[config.mk]
export PLATFORM = sky130hd
export DESIGN_NAME = prio_rr_arbiter
export DESIGN_NICKNAME = d
export VERILOG_FILES = /design/src/rtl/prio_rr_arbiter.sv
export SDC_FILE = /design/constraint.sdc
export NUM_CORES = 1
export LEC_CHECK = 0
export ABC_CLOCK_PERIOD_IN_PS = 39400
export CORE_UTILIZATION = 60
export CTS_BUF_LIST = sky130_fd_sc_hd__clkbuf_16
export CTS_CLUSTER_DIAMETER = 200
export DETAILED_ROUTE_END_ITERATION = 8
export GPL_ROUTABILITY_DRIVEN = 0
export HOLD_SLACK_MARGIN = 0.08
export PLACE_DENSITY = 0.86
export SYNTH_ARGS = -nofsm -noshare
export SYNTH_HDL_FRONTEND = slang
export SYNTH_SLANG_ARGS = --single-unit
[constraint.sdc]
create_clock -name clk -period 39.4 [get_ports clk]
set_input_delay 11.82 -clock clk [delete_from_list [all_inputs] [get_ports clk]]
set_output_delay 11.82 -clock clk [all_outputs]
set_load 0.005 [all_outputs]
[src/rtl/prio_rr_arbiter.sv]
// Priority arbiter with round-robin tie-break among equal-priority requesters.
// A grant is held until its requester drops or, optionally, a maximum hold length expires.
module prio_rr_arbiter #(
  parameter int N        = 8,
  parameter int PW       = 4,
  parameter int MAX_HOLD = 16
) (
  input  logic                 clk,
  input  logic                 rst,
  input  logic [N-1:0]         req,
  input  logic [N*PW-1:0]      prt,
  output logic                 valid,
  output logic [$clog2(N)-1:0] grant,
  output logic [N-1:0]         grant_oh
);

  localparam int IW = $clog2(N);
  localparam int CW = (MAX_HOLD > 1) ? $clog2(MAX_HOLD) : 1;
  localparam logic [CW-1:0] CNT_MAX = (MAX_HOLD > 0) ? CW'(MAX_HOLD - 1) : '0;

  typedef enum logic {IDLE, HOLD} state_t;

  state_t          state_q, state_d;
  logic [IW-1:0]   grant_q, grant_d;
  logic [N-1:0]    grant_oh_q, grant_oh_d;
  logic [IW-1:0]   rr_ptr_q, rr_ptr_d;
  logic [CW-1:0]   hold_cnt_q, hold_cnt_d;
  logic            rst_dly_q, rst_dly_d;

  logic            found;
  logic [PW-1:0]   best_p;
  logic [IW-1:0]   win;
  logic            timeout;

  // Scan in circular order from rr_ptr; strict '>' keeps the first tied channel.
  always_comb begin
    int idx;
    idx    = 0;
    found  = 1'b0;
    best_p = '0;
    win    = '0;
    for (int k = 0; k < N; k++) begin
      idx = int'(rr_ptr_q) + k;
      if (idx >= N) idx = idx - N;
      if (req[idx] && (!found || prt[idx*PW +: PW] > best_p)) begin
        found  = 1'b1;
        best_p = prt[idx*PW +: PW];
        win    = IW'(idx);
      end
    end
  end

  assign timeout = (MAX_HOLD != 0) && (hold_cnt_q == CNT_MAX);

  // Keeps arbitration off for the first cycle after reset deasserts.
  assign rst_dly_d = 1'b0;

  always_comb begin
    state_d    = state_q;
    grant_d    = grant_q;
    grant_oh_d = grant_oh_q;
    rr_ptr_d   = rr_ptr_q;
    hold_cnt_d = hold_cnt_q;
    case (state_q)
      IDLE: begin
        grant_oh_d = '0;
        if (!rst_dly_q && found) begin
          state_d         = HOLD;
          grant_d         = win;
          grant_oh_d[win] = 1'b1;
          rr_ptr_d        = (win == IW'(N - 1)) ? '0 : win + 1'b1;
          hold_cnt_d      = '0;
        end
      end
      HOLD: begin
        if (!req[grant_q] || timeout) begin
          state_d    = IDLE;
          grant_oh_d = '0;
          hold_cnt_d = '0;
        end else if (hold_cnt_q != CNT_MAX) begin
          hold_cnt_d = hold_cnt_q + 1'b1;
        end
      end
      default: state_d = IDLE;
    endcase
  end

  always_ff @(posedge clk) begin
    if (rst) begin
      state_q    <= IDLE;
      grant_q    <= '0;
      grant_oh_q <= '0;
      rr_ptr_q   <= '0;
      hold_cnt_q <= '0;
      rst_dly_q  <= 1'b1;
    end else begin
      state_q    <= state_d;
      grant_q    <= grant_d;
      grant_oh_q <= grant_oh_d;
      rr_ptr_q   <= rr_ptr_d;
      hold_cnt_q <= hold_cnt_d;
      rst_dly_q  <= rst_dly_d;
    end
  end

  assign valid    = (state_q == HOLD);
  assign grant    = grant_q;
  assign grant_oh = grant_oh_q;

endmodule
==> summary.txt <==
The run has ended; figures from its reports follow.

The flow ran to the end, and the final reports show no timing, DRC or antenna violations. The cell count in the Yosys report is 398. Per the synthesis report, the XOR/XNOR share of the synthesized area is 0.00438. The area added between synthesis and finish is 15.7%. The commonest cells after synthesis are mux4_2 (48), ha_1 (37), mux2i_1 (26). The maximum level of the CTS H-tree came out at 1. The arrival time of the worst setup path came out at 26.08 ns.

The mux share of post-synthesis cell area came out at 0.396. The instance area after placement is around 4500 um^2.

The vertical die dimension reported for this design is 83.6 um. Counting stages on the worst path, the most repeated cell is o21a_1. The peak fanout along the critical path came out at 14.

The mean number of vias per cell came out at just over 7. After synthesis, the largest family of logic cells by area is multiplexers. The stage logs contain a warning count of 31. Sorting the synthesized cells by area gives the leading types as mux4_2 (27%), ha_1 (12%), dfxtp_1 (10%).

The critical path's slowest stage uses the library cell mux4_2. The total CTS buffers came out at 3. The half-perimeter wire length after placement is 8480 um.

The aoi/oai-family share of the synthesized area is 0.207. In this run, synthesis inferred 0 flip-flops with an integrated enable. The minimum period implied by the final worst setup slack came out at between 20 and 30 ns.

The post-CTS setup-driven buffer insertion count came out at 0. The critical path in this run is classified as primary input to flip-flop. The relative slew slack is 0.521.

The transition time at the pin with the least slew margin came out at 0.718 ns. Looking at hold timing, the worst path starts from grant_oh[6]. The total congestion overflow after global routing is 0. Broken down by cell family, the worst path's largest delay share belongs to AND-OR/OR-AND gates.

The share of the clock period used by the worst path is 0.658. The flip-flop and latch count after synthesis came out at 20. The top cell type in the final layout, fill and taps aside, is clkdlybuf4s50_1.

The final count of pins violating max slew came out at 0. The fraction of layout instances using a drive strength above 1 came out at 0.223. The instance count of the mapped netlist came out at 398.

The Yosys warning count is 0.
-- per-layer routing --
| layer | vias up | GRT usage | wire [um] |
|---|---|---|---|
| met3 | 24 | 0.0396 | 814 |
| met5 | - | 0 | 0 |
| li1 | 1676 | - | - |
| met4 | 0 | 0.0524 | 169 |
| met1 | 1848 | 0.443 | 4610 |
| met2 | 204 | 0.495 | 5090 |
-- flip-flops by register name, summed over array words and instances, names as in the netlist --
| signal | count |
|---|---|
| grant_oh | 8 |
| rst_dly_q | 1 |
| rr_ptr_q | 3 |
| grant | 3 |
| valid | 1 |
| hold_cnt_q | 4 |
-- layout make-up --
cell class                 instances  area, um^2  area share
multi-input combinational        336        3390       0.733
timing repair buffer              59         576       0.125
sequential                        20         402      0.0869
tap                               77        96.3      0.0208
inverter                          22        83.8      0.0181
clock buffer                       3        75.1      0.0162
==> images/wire_density.png <==
The die is cut into 17 by 17 equal tiles; black is low, pale yellow is high, scaled to the fullest tile. Values are wire area over tile area, all layers added.
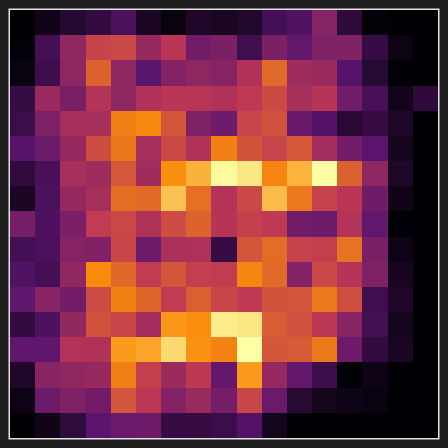
emptiest ninth of the die: bottom right
nearly empty tiles: 11%
fullest tile: 0.69
densest ninth of the die: middle
mean over tiles: 0.25
tiles over half the peak: 31%
total number of vias: 3752
GRT Util Overall: 0.305
Routed WL per cell: 20.7 um

==> images/final_placement.png <==
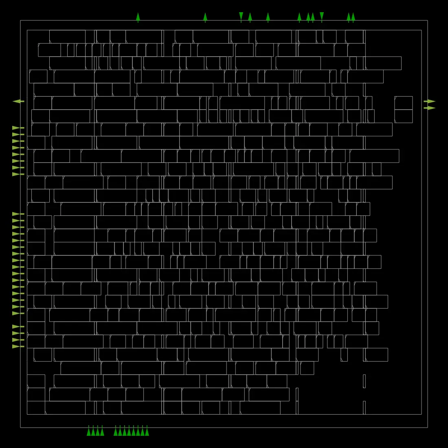
final core utilization: 0.724
share of the final layout cell area in sequential cells: 0.0869
placeable core area: 6390 um^2

==> images/met1.png <==
Supply wires on this layer in gray.
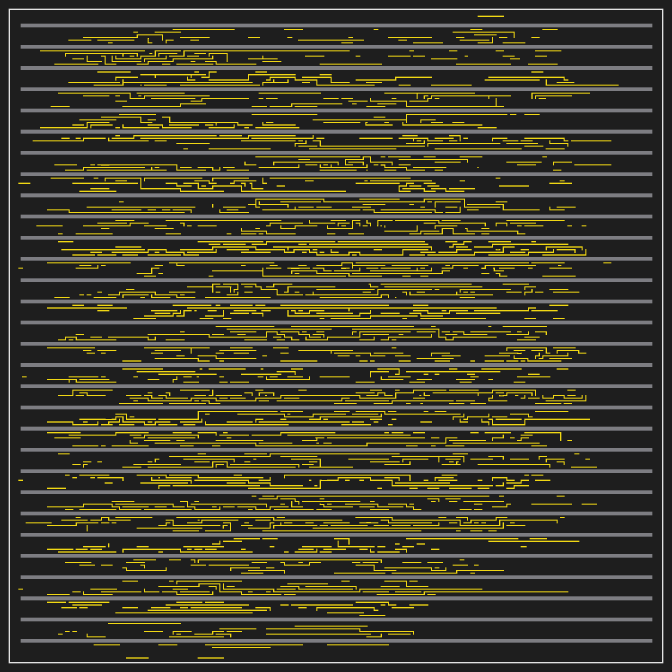
longest straight run: 39.6 um
share of all routed wire: 43%
main direction: horizontal
drt total wl: 10700 um
met1 track demand over resource in global routing: 0.443

==> images/cell_classes.png <==
The bar under the picture is 20 um long. Fill, decap, tap and diode cells in gray.
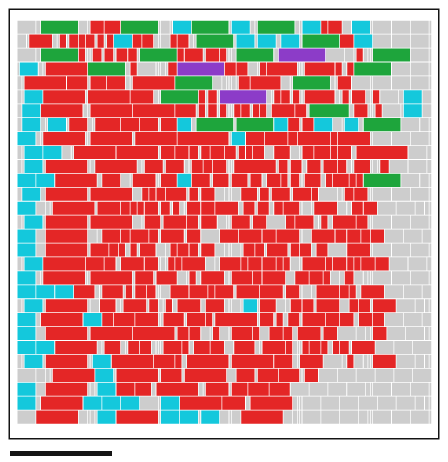
[other buffers and delay cells] cyan | cells: 59
[all other logic] red | cells: 358
[flip-flops] green | cells: 20
[cells driving clock nets] purple | cells: 3
Std-Cell Rows: 29
final cell area excluding filler cells: 4620 um^2

